## src/rtl/letc_core_csr_agent.sv

```systemverilog
`default_nettype none
// ============================================================================
// Module   : letc_core_csr_agent
// Brief    : Zicsr read-modify-write initiator: probes the CSR file, commits the
//            write one cycle later and returns the old value or an illegal flag.
//            Optional build macro LETC_CORE_CSR_AGENT_BYPASS_EN enables
//            back-to-back operation with a write-data bypass.
// Revision : 1.0 - initial release
// ============================================================================
module letc_core_csr_agent (
  input  logic        clk,
  input  logic        rst,
  input  logic        req_valid,
  output logic        req_ready,
  input  logic [1:0]  req_op,
  input  logic [11:0] req_idx,
  input  logic [31:0] req_operand,
  input  logic        req_rd_zero,
  input  logic        req_src_zero,
  input  logic        flush,
  output logic        rsp_valid,
  input  logic        rsp_ready,
  output logic [31:0] rsp_rdata,
  output logic        rsp_illegal,
  output logic        csr_explicit_ren,
  output logic [11:0] csr_explicit_idx,
  input  logic [31:0] csr_explicit_rdata,
  output logic        csr_explicit_wcheck,
  input  logic        csr_explicit_illegal,
  output logic        csr_explicit_wen,
  output logic [11:0] csr_explicit_widx,
  output logic [31:0] csr_explicit_wdata
);

  localparam logic [1:0] C_OP_RSV = 2'b00;
  localparam logic [1:0] C_OP_RW  = 2'b01;
  localparam logic [1:0] C_OP_RS  = 2'b10;
  localparam logic [1:0] C_OP_RC  = 2'b11;

  typedef enum logic [1:0] {
    S_IDLE   = 2'd0,
    S_COMMIT = 2'd1,
    S_HOLD   = 2'd2
  } state_t;

  state_t      r_state;
  state_t      w_next_state;
  logic [11:0] r_widx;
  logic [31:0] r_wdata;
  logic        r_wpend;
  logic [31:0] r_rsp_rdata;
  logic        r_rsp_illegal;

  logic        w_req_ready;
  logic        w_rsp_valid;
  logic        w_wen;
  logic        w_accept;
  logic        w_is_rw;
  logic        w_ren;
  logic        w_wcheck;
  logic        w_illegal;
  logic [31:0] w_old;
  logic [31:0] w_new;

  // Ready is forced low while reset is asserted so nothing is accepted.
  assign req_ready = w_req_ready & ~rst;
  assign w_accept  = req_valid & req_ready;
  assign w_is_rw   = (req_op == C_OP_RW);
  assign w_ren     = w_accept & ~(w_is_rw & req_rd_zero);
  assign w_wcheck  = w_accept & (w_is_rw | ~req_src_zero);
  assign w_illegal = csr_explicit_illegal | (req_op == C_OP_RSV);

  assign csr_explicit_ren    = w_ren;
  assign csr_explicit_wcheck = w_wcheck;
  assign csr_explicit_idx    = w_accept ? req_idx : 12'h000;

  always_comb begin
    w_old = w_ren ? csr_explicit_rdata : 32'h0;
`ifdef LETC_CORE_CSR_AGENT_BYPASS_EN
    // The CSR file only reflects the committing write from the next cycle on.
    if (w_ren && (r_state == S_COMMIT) && r_wpend && (req_idx == r_widx))
      w_old = r_wdata;
`endif
  end

  always_comb begin
    w_new = req_operand;
    case (req_op)
      C_OP_RW: w_new = req_operand;
      C_OP_RS: w_new = w_old | req_operand;
      C_OP_RC: w_new = w_old & ~req_operand;
      default: w_new = req_operand;
    endcase
  end

  always_comb begin
    w_next_state = r_state;
    w_req_ready  = 1'b0;
    w_rsp_valid  = 1'b0;
    w_wen        = 1'b0;
    case (r_state)
      S_IDLE: begin
        w_req_ready = ~flush;
        if (req_valid && !flush)
          w_next_state = S_COMMIT;
      end
      S_COMMIT: begin
        w_rsp_valid = ~flush;
        w_wen       = r_wpend & ~flush;
`ifdef LETC_CORE_CSR_AGENT_BYPASS_EN
        w_req_ready = rsp_ready & ~flush;
`endif
        if (flush) begin
          w_next_state = S_IDLE;
        end else if (rsp_ready) begin
          w_next_state = S_IDLE;
`ifdef LETC_CORE_CSR_AGENT_BYPASS_EN
          if (req_valid)
            w_next_state = S_COMMIT;
`endif
        end else begin
          w_next_state = S_HOLD;
        end
      end
      S_HOLD: begin
        w_rsp_valid = 1'b1;
        w_req_ready = rsp_ready & ~flush;
        if (flush)
          w_next_state = S_IDLE;
        else if (rsp_ready)
          w_next_state = req_valid ? S_COMMIT : S_IDLE;
      end
      default: begin
        w_next_state = S_IDLE;
      end
    endcase
  end

  always_ff @(posedge clk or posedge rst) begin
    if (rst)
      r_state <= S_IDLE;
    else
      r_state <= w_next_state;
  end

  // Response and write registers only load on accept, so they hold while stalled.
  always_ff @(posedge clk or posedge rst) begin
    if (rst) begin
      r_widx        <= 12'h000;
      r_wdata       <= 32'h0;
      r_wpend       <= 1'b0;
      r_rsp_rdata   <= 32'h0;
      r_rsp_illegal <= 1'b0;
    end else if (w_accept) begin
      r_widx        <= req_idx;
      r_wdata       <= w_new;
      r_wpend       <= w_wcheck & ~w_illegal;
      r_rsp_rdata   <= w_illegal ? 32'h0 : w_old;
      r_rsp_illegal <= w_illegal;
    end
  end

  assign rsp_valid          = w_rsp_valid;
  assign rsp_rdata          = r_rsp_rdata;
  assign rsp_illegal        = r_rsp_illegal;
  assign csr_explicit_wen   = w_wen;
  assign csr_explicit_widx  = r_widx;
  assign csr_explicit_wdata = r_wdata;

endmodule
`default_nettype wire
```

## config.mk

```make
export PLATFORM = sky130hd
export DESIGN_NAME = letc_core_csr_agent
export DESIGN_NICKNAME = d
export VERILOG_FILES = /design/src/rtl/letc_core_csr_agent.sv
export SDC_FILE = /design/constraint.sdc
export NUM_CORES = 1
export LEC_CHECK = 0
export CAP_MARGIN = 5
export CORE_ASPECT_RATIO = 1.25
export CORE_MARGIN = 8
export CORE_UTILIZATION = 41
export CTS_CLUSTER_DIAMETER = 200
export DETAILED_ROUTE_END_ITERATION = 10
export MAX_ROUTING_LAYER = met4
export PLACE_DENSITY = 0.8
export SLEW_MARGIN = 10
export SYNTH_ARGS = -nofsm -noshare
export SYNTH_HDL_FRONTEND = slang
export SYNTH_SLANG_ARGS = --single-unit
```

## constraint.sdc

```tcl
create_clock -name clk -period 3.45 [get_ports clk]
set_clock_uncertainty 0.2 [all_clocks]
set_input_delay 1.035 -clock clk [delete_from_list [all_inputs] [get_ports clk]]
set_output_delay 1.035 -clock clk [all_outputs]
set_load 0.1 [all_outputs]
```

==> qor.json, run 1 <==
{
  "crit_path_cell_trace": {"value": "buf_6 > or3b_4 > buf_6 > or2_4 > a31oi_4 > buf_12"},
  "layout_top_cell_excl_fill_tap": {"value": "sky130_fd_sc_hd__buf_4"},
  "post_route_cells_drive_above_1_share": {"value": 37.4, "unit": "%"},
  "synthTopCellsByArea": {"value": "sky130_fd_sc_hd__dfrtp_1, sky130_fd_sc_hd__mux2_2, sky130_fd_sc_hd__a21oi_1, sky130_fd_sc_hd__o31ai_1, sky130_fd_sc_hd__o21ai_0"},
  "whs": {"value": 0.306, "unit": "ns"},
  "overflow_left_after_global_routing": {"value": 0},
  "synth_top_flop_cell": {"value": "sky130_fd_sc_hd__dfrtp_1"},
  "post_synth_inst_count": {"value": 357},
  "netlist_logic_family_top": {"value": "AND-OR/OR-AND gates"},
  "synth_cell_type_count": {"value": 30},
  "route.detailed.drc": {"value": 0},
  "adder_share": {"value": 1.30, "unit": "%"},
  "largest_area_cell": {"value": "sky130_fd_sc_hd__dfrtp_1"},
  "violations_in_the_final_reports": {"value": "negative setup slack"},
  "worstRegToRegCells": {"value": 10},
  "category_of_the_critical_setup_timing_path": {"value": "primary input to output port"},
  "well_tap_count": {"value": 123},
  "run_status": {"value": "complete, but fails checks"},
  "post-synth-top-count-cell": {"value": "sky130_fd_sc_hd__dfrtp_1"},
  "cp.required": {"value": 2.21, "unit": "ns"},
  "largest_class": {"value": "sequential cells"},
  "syn-num-nets": {"value": 447},
  "finalCritPeriodShare": {"value": 102, "unit": "%"},
  "syn2layout_area_growth": {"value": 61.9, "unit": "%"},
  "grt_max_degree": {"value": 37},
  "multiInputCombCellCount": {"value": 214},
  "rr_endpoint": {"value": "csr_explicit_wdata[6]"},
  "worstMarginPinSlew": {"value": 1.19, "unit": "ns"},
  "worstSetupEndpointType": {"value": "output port"},
  "clockBufferDepth": {"value": 2},
  "r2r_start": {"value": "r_state[0]"},
  "synth.top_cells.by_count": {"value": "sky130_fd_sc_hd__dfrtp_1, sky130_fd_sc_hd__a21oi_1, sky130_fd_sc_hd__mux2_2, sky130_fd_sc_hd__inv_1, sky130_fd_sc_hd__o21ai_0"},
  "report.final.setup_viol": {"value": 9},
  "postLayoutCoreUtil": {"value": 68.2, "unit": "%"},
  "timing.critical_path.buf_inv": {"value": 3},
  "clock_cell_area_share": {"value": 4.65, "unit": "%"},
  "clkSinkCount": {"value": 80},
  "route.antenna.remaining_nets": {"value": 0},
  "synth_async_sr_flop_share": {"value": 100, "unit": "%"},
  "avgSynthCellArea": {"value": 10.8, "unit": "µm²"},
  "final_instance_area": {"value": 0.00622, "unit": "mm²"},
  "combAreaFraction": {"value": 26.4, "unit": "%"},
  "timing.max_slew.rel_slack": {"value": 20.5, "unit": "%"},
  "period_needed": {"value": 3.52, "unit": "ns"},
  "clock_tree.htree_level_count": {"value": 3},
  "floorplan.rows": {"value": 39},
  "via_per_inst": {"value": 5.08},
  "dp_hpwl": {"value": 9.58, "unit": "mm"},
  "yosysSeqAreaShare": {"value": 52.1, "unit": "%"},
  "max-cap-violations": {"value": 0},
  "fillerInstances": {"value": 718},
  "grt_first_pass_wirelength": {"value": 19.8, "unit": "mm"},
  "cp_common_cell": {"value": "sky130_fd_sc_hd__buf_6"},
  "number_of_global_route_vias_before_repair": {"value": 3576},
  "iteration_0_drc_markers": {"value": 112},
  "max_freq": {"value": 284, "unit": "MHz"},
  "seqAreaFraction": {"value": 32.2, "unit": "%"},
  "cp_max_fo": {"value": 3},
  "rsz0062_at_grt": {"value": "true"},
  "final_number_of_hold_violating_endpoints": {"value": 0},
  "placedInstanceArea": {"value": 0.00587, "unit": "mm²"},
  "clock_latency": {"value": 0.32, "unit": "ns"},
  "worst_ep_arrival_time": {"value": 2.28, "unit": "ns"},
  "placed_cells": {"value": 651},
  "path_clk_slew": {"value": 0.06, "unit": "ns"},
  "simple_gate_area_share": {"value": 3.97, "unit": "%"},
  "worst_path_dominant_cell_family": {"value": "simple AND/OR/NAND/NOR gates"},
  "synth_area": {"value": 0.00384, "unit": "mm²"},
  "regArea": {"value": 0.00200, "unit": "mm²"},
  "warnings": {"value": 32},
  "postRouteWirelength": {"value": 12.6, "unit": "mm"},
  "synth-seq-cells": {"value": 80},
  "post_drt_wl_per_cell": {"value": 18.6, "unit": "µm"},
  "cts_root_buf": {"value": "sky130_fd_sc_hd__clkbuf_16"},
  "yosysChipArea": {"value": 0.00384, "unit": "mm²"},
  "cp_launch_type": {"value": "primary input"},
  "synth_warnings": {"value": 0},
  "initial_core_utilization": {"value": 42.1, "unit": "%"},
  "finalWorstSetupSlack": {"value": -0.0652, "unit": "ns"},
  "cp_slowest_cell": {"value": "sky130_fd_sc_hd__or3b_4"},
  "final_nets": {"value": 637},
  "floorplan.die_area": {"value": 0.0127, "unit": "mm²"},
  "worstHoldEndpoint": {"value": "csr_explicit_wdata[7]"},
  "timing.critical_path.slowest_cell_delay": {"value": 0.40, "unit": "ns"},
  "ys_sh_mux": {"value": 14.6, "unit": "%"},
  "non_clock_buffer_area_share": {"value": 32.1, "unit": "%"},
  "grt_antenna_before_repair": {"value": 1},
  "ioPinCount": {"value": 180},
  "cts_tree": {"value": "yes"},
  "area.combinational": {"value": 0.00164, "unit": "mm²"},
  "post_synth_ao_oa_area_fraction": {"value": 20.8, "unit": "%"},
  "fin_cells": {"value": 675},
  "buffers": {"value": 206},
  "min-delay-path-class": {"value": "flop to flop"},
  "fin_setup_tns": {"value": -0.246, "unit": "ns"},
  "post_synth_xor_area_fraction": {"value": 0, "unit": "%"},
  "num-nonclk-inverters": {"value": 36},
  "clock_buffers": {"value": 12},
  "hold-path-cell-count": {"value": 1},
  "place_congestion": {"value": 0.799},
  "layout.cells.most_common_list": {"value": "sky130_fd_sc_hd__buf_4, sky130_fd_sc_hd__clkdlybuf4s50_1, sky130_fd_sc_hd__dfrtp_1, sky130_fd_sc_hd__a21oi_1, sky130_fd_sc_hd__mux2_2"},
  "synth_largest_type_area_fraction": {"value": 52.1, "unit": "%"},
  "diodes": {"value": 1},
  "grtUsageTotal": {"value": 20.8, "unit": "%"},
  "hold_path.startpoint": {"value": "csr_explicit_wdata[7]"},
  "cts.hold.buffers_added": {"value": 0},
  "vias": {"value": 3430},
  "finalMaxSlewViolations": {"value": 0},
  "port-buffer-count": {"value": 179},
  "edf_count": {"value": 0}
}
-- run 1: per-layer routing --
metal  routed length (µm)  GRT usage, %
met3                  602          3.75
met1                 4720          22.7
met5                    0             -
met4                  445          10.3
met2                 6800          35.0
-- run 1: repair_timing --
action,4_1_cts,5_1_grt
endpoints found under the setup margin,15,14
cloned,1,0
pin swaps,3,3
resized,21,1
buffers inserted,8,1
-- run 1: worst max-delay path by stage --
stage | slack, ns | startpoint | cells after the start | end
floorplan | -0.42 | flush | 6 | csr_explicit_ren
global placement | -0.44 | req_valid | 5 | csr_explicit_ren
detailed placement | -0.45 | req_valid | 7 | csr_explicit_idx[11]
CTS | -0.10 | rst | 8 | csr_explicit_idx[11]
global route | -0.09 | flush | 6 | csr_explicit_ren
finish | -0.07 | flush | 6 | csr_explicit_ren
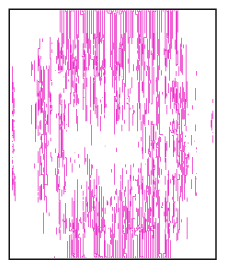
(run_1/layer_met2.png)
Drawn at 2 px/µm.
nets with wire on the layer: 559
longest straight run: 49.0 µm
share of all routed wire: 54%

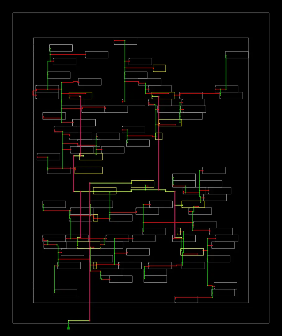
(run_1/clocks.png)
total number of sequential cells: 80
clock buffers created by TritonCTS: 9

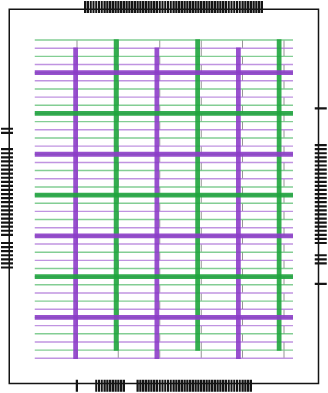
(run_1/power_grid.png)
Drawn at 3 px/µm. Pins as bars on the die edge. Tap cells in grey.
[VDD] green
[VSS] purple
met4 straps: 6
tap cells: 123
total core area: 0.00913 mm²
vertical die dimension: 124 µm
die width: 103 µm

==> run_1/wires.png <==
Drawn at 3 px/µm.
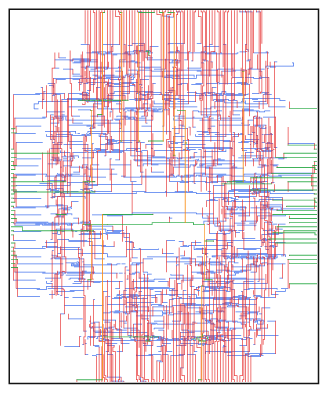

--- run 2 (diff from run 1) ---
--- a/config.mk
+++ b/config.mk
@@ -8,11 +8,11 @@
 export CAP_MARGIN = 5
 export CORE_ASPECT_RATIO = 1.25
 export CORE_MARGIN = 8
-export CORE_UTILIZATION = 41
+export CORE_UTILIZATION = 45
 export CTS_CLUSTER_DIAMETER = 200
 export DETAILED_ROUTE_END_ITERATION = 10
 export MAX_ROUTING_LAYER = met4
-export PLACE_DENSITY = 0.8
+export PLACE_DENSITY = 0.87
 export SLEW_MARGIN = 10
 export SYNTH_ARGS = -nofsm -noshare
 export SYNTH_HDL_FRONTEND = slang
==> constraint.sdc (replaced) <==
create_clock -name clk -period 4.11 [get_ports clk]
set_clock_uncertainty 0.2 [all_clocks]
set_input_delay 1.233 -clock clk [delete_from_list [all_inputs] [get_ports clk]]
set_output_delay 1.233 -clock clk [all_outputs]
set_load 0.1 [all_outputs]
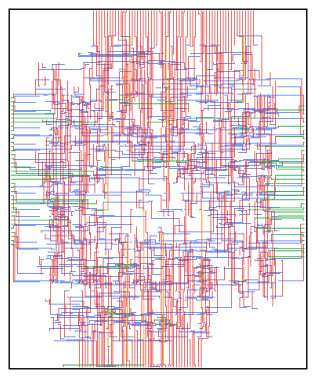
(run_2/wires.png)
Drawn at 3 px/µm.
[metal 2] red | wire length: 7120 µm
[metal 3] green | wire length: 725 µm
[metal 1] blue | wire length: 4720 µm
[metal 4] orange | wire length: 335 µm

==> run 2 against run 1 <==
The run now ends clean. Non-clock buffer count is 1 lower. Sequential share of layout area is 0.67 points higher. Die size is 7.6% lower. Largest cell class is now non-clock buffers.
==> qor.json, run 2 <==
{
  "run_status": {"value": "completed", "change": "was complete, but fails checks"},
  "grt_util_met2": {"value": 40.9, "unit": "%", "change": "was 35.0%"},
  "postLayoutCoreUtil": {"value": 73.5, "unit": "%", "change": "was 68.2%"},
  "whs": {"value": 0.297, "unit": "ns", "change": "was 0.306 ns"},
  "rsz0062_at_grt": {"value": "false", "change": "was true"},
  "netlist_logic_family_top": {"value": "AND-OR/OR-AND gates", "change": "unchanged"},
  "layout_top_cell_excl_fill_tap": {"value": "sky130_fd_sc_hd__buf_4", "change": "unchanged"},
  "timing.max_slew.rel_slack": {"value": 22.4, "unit": "%", "change": "was 20.5%"},
  "place_congestion": {"value": 0.852, "change": "was 0.799"},
  "route.detailed.drc": {"value": 0, "change": "unchanged"},
  "clkSinkCount": {"value": 80, "change": "unchanged"},
  "post_synth_inst_count": {"value": 357, "change": "unchanged"},
  "fin_setup_tns": {"value": 0, "unit": "ns", "change": "was -0.246 ns"},
  "finalMaxSlewViolations": {"value": 0, "change": "unchanged"},
  "fin_cells": {"value": 648, "change": "was 675"},
  "num-nonclk-inverters": {"value": 36, "change": "unchanged"},
  "grtUsageTotal": {"value": 22.5, "unit": "%", "change": "was 20.8%"},
  "met2RoutedLength": {"value": 7.12, "unit": "mm", "change": "was 6.80 mm"},
  "avgSynthCellArea": {"value": 10.8, "unit": "µm²", "change": "unchanged"},
  "vertical_die_dimension": {"value": 119, "unit": "µm", "change": "was 124 µm"},
  "max-cap-violations": {"value": 0, "change": "unchanged"},
  "placed_cells": {"value": 626, "change": "was 651"},
  "report.final.setup_viol": {"value": 0, "change": "was 9"},
  "cts_setup_buffers": {"value": 5, "change": "was 8"},
  "timing.critical_path.slowest_cell_delay": {"value": 0.55, "unit": "ns", "change": "was 0.40 ns"},
  "port-buffer-count": {"value": 179, "change": "unchanged"},
  "final_nets": {"value": 636, "change": "was 637"},
  "simple_gate_area_share": {"value": 3.97, "unit": "%", "change": "unchanged"},
  "cts_resized": {"value": 22, "change": "was 21"},
  "wl_met1": {"value": 4.72, "unit": "mm", "change": "about the same"},
  "floorplan.die.width": {"value": 98.7, "unit": "µm", "change": "was 103 µm"},
  "initial_core_utilization": {"value": 46.4, "unit": "%", "change": "was 42.1%"},
  "clock_cell_area_share": {"value": 3.08, "unit": "%", "change": "was 4.65%"},
  "finalWorstSetupSlack": {"value": 0.0286, "unit": "ns", "change": "was -0.0652 ns"},
  "diodes": {"value": 0, "change": "was 1"},
  "groute.layer.met1.usage": {"value": 22.4, "unit": "%", "change": "was 22.7%"},
  "crit_path_cell_trace": {"value": "clkdlybuf4s50_1 > a21oi_4 > or2_2 > a31oi_4 > buf_12", "change": "was buf_6 > or3b_4 > buf_6 > or2_4 > a31oi_4 > buf_12"},
  "clock_latency": {"value": 0.34, "unit": "ns", "change": "was 0.32 ns"},
  "non_clock_buffer_area_share": {"value": 32.9, "unit": "%", "change": "was 32.1%"},
  "overflow_left_after_global_routing": {"value": 0, "change": "unchanged"},
  "floorplan.die_area": {"value": 0.0118, "unit": "mm²", "change": "was 0.0127 mm²"},
  "seqAreaFraction": {"value": 32.8, "unit": "%", "change": "was 32.2%"},
  "cp_max_fo": {"value": 4, "change": "was 3"},
  "synth_warnings": {"value": 0, "change": "unchanged"},
  "cts_root_buf": {"value": "sky130_fd_sc_hd__clkbuf_8", "change": "was sky130_fd_sc_hd__clkbuf_16"},
  "largest_area_cell": {"value": "sky130_fd_sc_hd__dfrtp_1", "change": "unchanged"},
  "well_tap_count": {"value": 97, "change": "was 123"},
  "synth_async_sr_flop_share": {"value": 100, "unit": "%", "change": "unchanged"},
  "category_of_the_critical_setup_timing_path": {"value": "primary input to output port", "change": "unchanged"},
  "worst_ep_arrival_time": {"value": 2.65, "unit": "ns", "change": "was 2.28 ns"},
  "cp_slowest_cell": {"value": "sky130_fd_sc_hd__clkdlybuf4s50_1", "change": "was sky130_fd_sc_hd__or3b_4"},
  "synth_cell_type_count": {"value": 30, "change": "unchanged"},
  "multiInputCombCellCount": {"value": 214, "change": "unchanged"},
  "globalRoute.busiestLayer": {"value": "met2", "change": "unchanged"},
  "route.antenna.remaining_nets": {"value": 0, "change": "unchanged"},
  "combAreaFraction": {"value": 26.9, "unit": "%", "change": "was 26.4%"},
  "post_route_cells_drive_above_1_share": {"value": 36.8, "unit": "%", "change": "was 37.4%"},
  "iteration_0_drc_markers": {"value": 160, "change": "was 112"},
  "dp_hpwl": {"value": 9.80, "unit": "mm", "change": "was 9.58 mm"},
  "post_synth_ao_oa_area_fraction": {"value": 20.8, "unit": "%", "change": "unchanged"},
  "path_clk_slew": {"value": 0.08, "unit": "ns", "change": "was 0.06 ns"},
  "yosysChipArea": {"value": 0.00384, "unit": "mm²", "change": "unchanged"},
  "area.combinational": {"value": 0.00164, "unit": "mm²", "change": "about the same"},
  "synth_top_flop_cell": {"value": "sky130_fd_sc_hd__dfrtp_1", "change": "unchanged"},
  "cts_made_buffers": {"value": 9, "change": "unchanged"},
  "floorplan.rows": {"value": 37, "change": "was 39"},
  "cts_tree": {"value": "yes", "change": "unchanged"},
  "cts.hold.buffers_added": {"value": 0, "change": "unchanged"},
  "max_freq": {"value": 245, "unit": "MHz"},
  "grt_first_pass_wirelength": {"value": 20.3, "unit": "mm", "change": "was 19.8 mm"},
  "syn2layout_area_growth": {"value": 58.6, "unit": "%", "change": "was 61.9%"},
  "timing.critical_path.buf_inv": {"value": 2, "change": "was 3"},
  "design.seq.count": {"value": 80, "change": "unchanged"},
  "post_synth_xor_area_fraction": {"value": 0, "unit": "%", "change": "unchanged"},
  "warnings": {"value": 30, "change": "was 32"},
  "layout.cells.most_common_list": {"value": "sky130_fd_sc_hd__buf_4, sky130_fd_sc_hd__clkdlybuf4s50_1, sky130_fd_sc_hd__dfrtp_1, sky130_fd_sc_hd__a21oi_1, sky130_fd_sc_hd__mux2_2", "change": "unchanged"},
  "placedInstanceArea": {"value": 0.00581, "unit": "mm²", "change": "was 0.00587 mm²"}
}
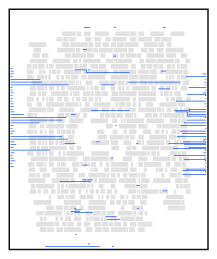
(run_2/layer_met3.png)
Drawn at 2 px/µm. Cells faint in the background.
main direction: horizontal
share of all routed wire: 5.6%
count of vias placed by the detailed router: 3435
GRT met3 Usage: 5.77%
Routed WL: 12.9 mm

## run 2: cell counts after synthesis
Identical to the previous run, type by type.
## run 2: worst paths after layout
| kind | slack, ns | endpoint | startpoint | depth (start not counted) |
|---|---|---|---|---|
| worst max-delay path | 0.03 | csr_explicit_ren | rsp_ready | 5 |
| worst min-delay path | 0.30 | rsp_rdata[9] | rsp_rdata[9] | 2 |
| worst max register to register | 1.61 | csr_explicit_widx[11] | r_state[0] | 6 |
| worst min register to register | 0.30 | rsp_rdata[9] | rsp_rdata[9] | 2 |
| max in group asynchronous | 2.02 | csr_explicit_wdata[31] | rst | 4 |
| min in group asynchronous | 0.94 | csr_explicit_wdata[15] | rst | 3 |
==> run_2/clocks.png <==
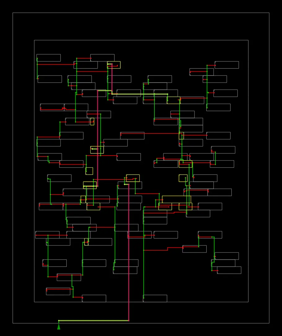

--- run 3 (diff from run 2) ---
--- a/config.mk
+++ b/config.mk
@@ -13,6 +13,7 @@
 export DETAILED_ROUTE_END_ITERATION = 10
 export MAX_ROUTING_LAYER = met4
 export PLACE_DENSITY = 0.87
+export RECOVER_POWER = 50
 export SLEW_MARGIN = 10
 export SYNTH_ARGS = -nofsm -noshare
 export SYNTH_HDL_FRONTEND = slang
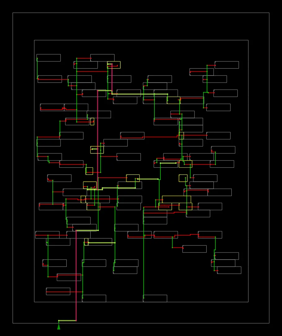
(run_3/clocks.png)
number of sinks on the clock net: 80
number of clock buffers in the layout: 11
clock latency at the later pin of the worst-skew pair: 0.34 ns

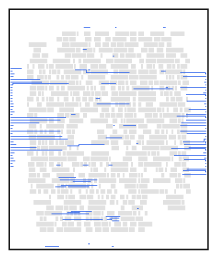
(run_3/layer_met3.png)
Drawn at 2 px/µm. Cells faint in the background.
nets with wire on the layer: 97
share of all routed wire: 6.3%
longest straight run: 28.3 µm
wire length on this layer: 812 µm
count of vias placed by the detailed router: 3448
Routed WL: 12.9 mm

==> run 3 against run 2 <==
Die size unchanged. Global-route usage unchanged. Final cell count is the same. Via count is 0.38% higher. Flip-flop count unchanged. Setup slack improved by 0.0092 ns. Routed wire length is essentially flat. Maximum frequency up 0.23%. Critical path type unchanged. Critical endpoint is now csr_explicit_idx[2]. Highest routed layer unchanged.
==> qor.json, run 3 <==
{
  "yosysChipArea": {"value": 0.00384, "unit": "mm²", "change": "unchanged"},
  "simple_gate_area_share": {"value": 3.97, "unit": "%", "change": "unchanged"},
  "post_synth_inst_count": {"value": 357, "change": "unchanged"},
  "synth_area": {"value": 0.00384, "unit": "mm²", "change": "unchanged"},
  "synthTopCellsByArea": {"value": "sky130_fd_sc_hd__dfrtp_1, sky130_fd_sc_hd__mux2_2, sky130_fd_sc_hd__a21oi_1, sky130_fd_sc_hd__o31ai_1, sky130_fd_sc_hd__o21ai_0", "change": "unchanged"},
  "path_clk_slew": {"value": 0.07, "unit": "ns", "change": "was 0.08 ns"},
  "port-buffer-count": {"value": 179, "change": "unchanged"},
  "synth_cell_type_count": {"value": 30, "change": "unchanged"},
  "overflow_left_after_global_routing": {"value": 0, "change": "unchanged"},
  "post_drt_wl_per_cell": {"value": 19.9, "unit": "µm", "change": "about the same"},
  "worst_path_dominant_cell_family": {"value": "buffers and inverters", "change": "unchanged"},
  "via_per_inst": {"value": 5.32, "change": "was 5.30"},
  "report.final.setup_viol": {"value": 0, "change": "unchanged"},
  "max-cap-violations": {"value": 0, "change": "unchanged"},
  "synth_async_sr_flop_share": {"value": 100, "unit": "%", "change": "unchanged"},
  "synth_top_flop_cell": {"value": "sky130_fd_sc_hd__dfrtp_1", "change": "unchanged"},
  "max_freq": {"value": 246, "unit": "MHz", "change": "was 245 MHz"},
  "rr_endpoint": {"value": "csr_explicit_widx[11]", "change": "unchanged"},
  "syn2layout_area_growth": {"value": 53.9, "unit": "%", "change": "was 58.6%"},
  "critical_path_depth": {"value": 8, "change": "was 5"},
  "grt_antenna_before_repair": {"value": 0, "change": "unchanged"},
  "wl_met1": {"value": 4.67, "unit": "mm", "change": "was 4.72 mm"},
  "route.detailed.drc": {"value": 0, "change": "unchanged"},
  "cp.required": {"value": 2.68, "unit": "ns", "change": "about the same"},
  "route.antenna.remaining_nets": {"value": 0, "change": "unchanged"},
  "diodes": {"value": 0, "change": "unchanged"},
  "post_synth_xor_area_fraction": {"value": 0, "unit": "%", "change": "unchanged"},
  "grtUsageTotal": {"value": 22.5, "unit": "%", "change": "unchanged"},
  "cp_common_cell": {"value": "sky130_fd_sc_hd__buf_6"},
  "global_route.usage.met3": {"value": 5.77, "unit": "%", "change": "unchanged"},
  "cts.hold.buffers_added": {"value": 0, "change": "unchanged"},
  "r2r_start": {"value": "r_state[0]", "change": "unchanged"},
  "worst_ep_arrival_time": {"value": 2.64, "unit": "ns", "change": "was 2.65 ns"},
  "grt_util_met2": {"value": 40.9, "unit": "%", "change": "unchanged"},
  "cts_root_buf": {"value": "sky130_fd_sc_hd__clkbuf_8", "change": "unchanged"},
  "adder_share": {"value": 1.30, "unit": "%", "change": "unchanged"},
  "avgSynthCellArea": {"value": 10.8, "unit": "µm²", "change": "unchanged"},
  "hold-path-cell-count": {"value": 2, "change": "unchanged"},
  "final_number_of_hold_violating_endpoints": {"value": 0, "change": "unchanged"},
  "area.combinational": {"value": 0.00164, "unit": "mm²", "change": "unchanged"},
  "cp_max_fo": {"value": 6, "change": "was 4"},
  "ioPinCount": {"value": 180, "change": "unchanged"},
  "met3WireLength": {"value": 812, "unit": "µm", "change": "was 725 µm"},
  "initial_core_utilization": {"value": 46.4, "unit": "%", "change": "unchanged"},
  "fin_setup_tns": {"value": 0, "unit": "ns", "change": "unchanged"},
  "rsz0062_at_grt": {"value": "false", "change": "unchanged"},
  "yosysSeqAreaShare": {"value": 52.1, "unit": "%", "change": "unchanged"},
  "clockBufferDepth": {"value": 2, "change": "unchanged"},
  "dp_hpwl": {"value": 9.80, "unit": "mm", "change": "unchanged"},
  "layout.cells.most_common_list": {"value": "sky130_fd_sc_hd__clkdlybuf4s50_1, sky130_fd_sc_hd__dfrtp_1, sky130_fd_sc_hd__a21oi_1, sky130_fd_sc_hd__clkbuf_1, sky130_fd_sc_hd__buf_4", "change": "was sky130_fd_sc_hd__buf_4, sky130_fd_sc_hd__clkdlybuf4s50_1, sky130_fd_sc_hd__dfrtp_1, sky130_fd_sc_hd__a21oi_1, sky130_fd_sc_hd__mux2_2"},
  "r2r_setup_slack": {"value": 1.62, "unit": "ns", "change": "was 1.61 ns"},
  "run_status": {"value": "completed", "change": "unchanged"},
  "fillerInstances": {"value": 648, "change": "was 601"},
  "groute.layer.met1.usage": {"value": 22.4, "unit": "%", "change": "unchanged"},
  "worstSetupEndpointType": {"value": "output port", "change": "unchanged"},
  "timing.critical_path.buf_inv": {"value": 5, "change": "was 2"},
  "place_congestion": {"value": 0.852, "change": "unchanged"},
  "core_area": {"value": 0.00829, "unit": "mm²", "change": "unchanged"},
  "warnings": {"value": 30, "change": "unchanged"},
  "synth-seq-cells": {"value": 80, "change": "unchanged"},
  "cts_tree": {"value": "yes", "change": "unchanged"},
  "number_of_global_route_vias_before_repair": {"value": 3822, "change": "unchanged"},
  "worst_setup_path_startpoint": {"value": "req_valid", "change": "was rsp_ready"},
  "timing.critical_path.slowest_cell_delay": {"value": 0.41, "unit": "ns", "change": "was 0.55 ns"},
  "post_synth_ao_oa_area_fraction": {"value": 20.8, "unit": "%", "change": "unchanged"},
  "grt_max_degree": {"value": 45, "change": "unchanged"},
  "largest_area_cell": {"value": "sky130_fd_sc_hd__dfrtp_1", "change": "unchanged"},
  "post_route_cells_drive_above_1_share": {"value": 28.1, "unit": "%", "change": "was 36.8%"},
  "clock_tree.htree_level_count": {"value": 3, "change": "unchanged"},
  "floorplan.die_area": {"value": 0.0118, "unit": "mm²", "change": "unchanged"},
  "worstRegToRegCells": {"value": 6, "change": "unchanged"},
  "layout_top_cell_excl_fill_tap": {"value": "sky130_fd_sc_hd__clkdlybuf4s50_1", "change": "was sky130_fd_sc_hd__buf_4"},
  "worstMarginPinSlew": {"value": 1.44, "unit": "ns", "change": "was 1.16 ns"},
  "hold_path.startpoint": {"value": "rsp_rdata[9]", "change": "unchanged"},
  "synth_largest_type_area_fraction": {"value": 52.1, "unit": "%", "change": "unchanged"},
  "min-delay-path-class": {"value": "flop to flop", "change": "unchanged"},
  "floorplan.die.width": {"value": 98.7, "unit": "µm", "change": "unchanged"},
  "worstHoldEndpoint": {"value": "rsp_rdata[9]", "change": "unchanged"},
  "syn-num-nets": {"value": 447, "change": "unchanged"},
  "final_nets": {"value": 636, "change": "unchanged"},
  "vertical_die_dimension": {"value": 119, "unit": "µm", "change": "unchanged"},
  "crit_path_cell_trace": {"value": "dlygate4sd2_1 > or3b_4 > buf_6 > nor2_4 > buf_6 > buf_16 > and2_4 > buf_12", "change": "was clkdlybuf4s50_1 > a21oi_4 > or2_2 > a31oi_4 > buf_12"},
  "regArea": {"value": 0.00200, "unit": "mm²", "change": "unchanged"},
  "grt_first_pass_wirelength": {"value": 20.3, "unit": "mm", "change": "unchanged"},
  "finalMaxSlewViolations": {"value": 0, "change": "unchanged"},
  "cp_slowest_cell": {"value": "sky130_fd_sc_hd__or3b_4", "change": "was sky130_fd_sc_hd__clkdlybuf4s50_1"},
  "timing.max_slew.rel_slack": {"value": 3.40, "unit": "%", "change": "was 22.4%"},
  "finalCritPeriodShare": {"value": 99.1, "unit": "%", "change": "was 99.3%"},
  "floorplan.rows": {"value": 37, "change": "unchanged"},
  "iteration_0_drc_markers": {"value": 192, "change": "was 160"},
  "met2RoutedLength": {"value": 7.11, "unit": "mm", "change": "was 7.12 mm"},
  "setup.worst_path.end": {"value": "csr_explicit_idx[2]", "change": "was csr_explicit_ren"},
  "period_needed": {"value": 4.07, "unit": "ns", "change": "was 4.08 ns"},
  "synth.top_cells.by_count": {"value": "sky130_fd_sc_hd__dfrtp_1, sky130_fd_sc_hd__a21oi_1, sky130_fd_sc_hd__mux2_2, sky130_fd_sc_hd__inv_1, sky130_fd_sc_hd__o21ai_0", "change": "unchanged"},
  "ys_sh_mux": {"value": 14.6, "unit": "%", "change": "unchanged"},
  "drt-pass1-iter-count": {"value": 5, "change": "was 4"},
  "post-synth-top-count-cell": {"value": "sky130_fd_sc_hd__dfrtp_1", "change": "unchanged"},
  "synth_warnings": {"value": 0, "change": "unchanged"},
  "yosys-stat-cells": {"value": 357, "change": "unchanged"},
  "netlist_logic_family_top": {"value": "AND-OR/OR-AND gates", "change": "unchanged"},
  "cts_made_buffers": {"value": 9, "change": "unchanged"},
  "cp_launch_type": {"value": "primary input", "change": "unchanged"},
  "globalRoute.busiestLayer": {"value": "met2", "change": "unchanged"},
  "edf_count": {"value": 0, "change": "unchanged"},
  "category_of_the_critical_setup_timing_path": {"value": "primary input to output port", "change": "unchanged"},
  "highest-signal-layer": {"value": "met4", "change": "unchanged"}
}
## run 3: stage by stage
stage	hold slack, ns	setup WS (ns)	cells	utilization [%]	instance area (µm²)
after floorplan	0.272	-0.152	357	-	3900
after global placement	0.284	-0.214	626	70.2	5810
after detailed placement	0.282	-0.245	626	70.2	5810
after CTS	0.299	0.0222	648	73.5	6090
after global routing	0.326	0.00761	648	71.4	5910
final	0.294	0.0378	648	71.4	5910
## run 3: cell type report
cell class                      instances  area share [%]
Clock buffer                           11            2.22
Clock inverter                          5           0.952
Inverter                               36            2.31
Multi-Input combinational cell        214            27.7
Sequential cell                        80            33.8
Tap cell                               97            2.05
Timing Repair Buffer                  205            30.9
## run 3: what timing repair did
action	CTS	global route
setup buffers	5	0
gates resized	22	0
setup endpoints to repair	14	12
cloned	1	0
pin swaps	7	1
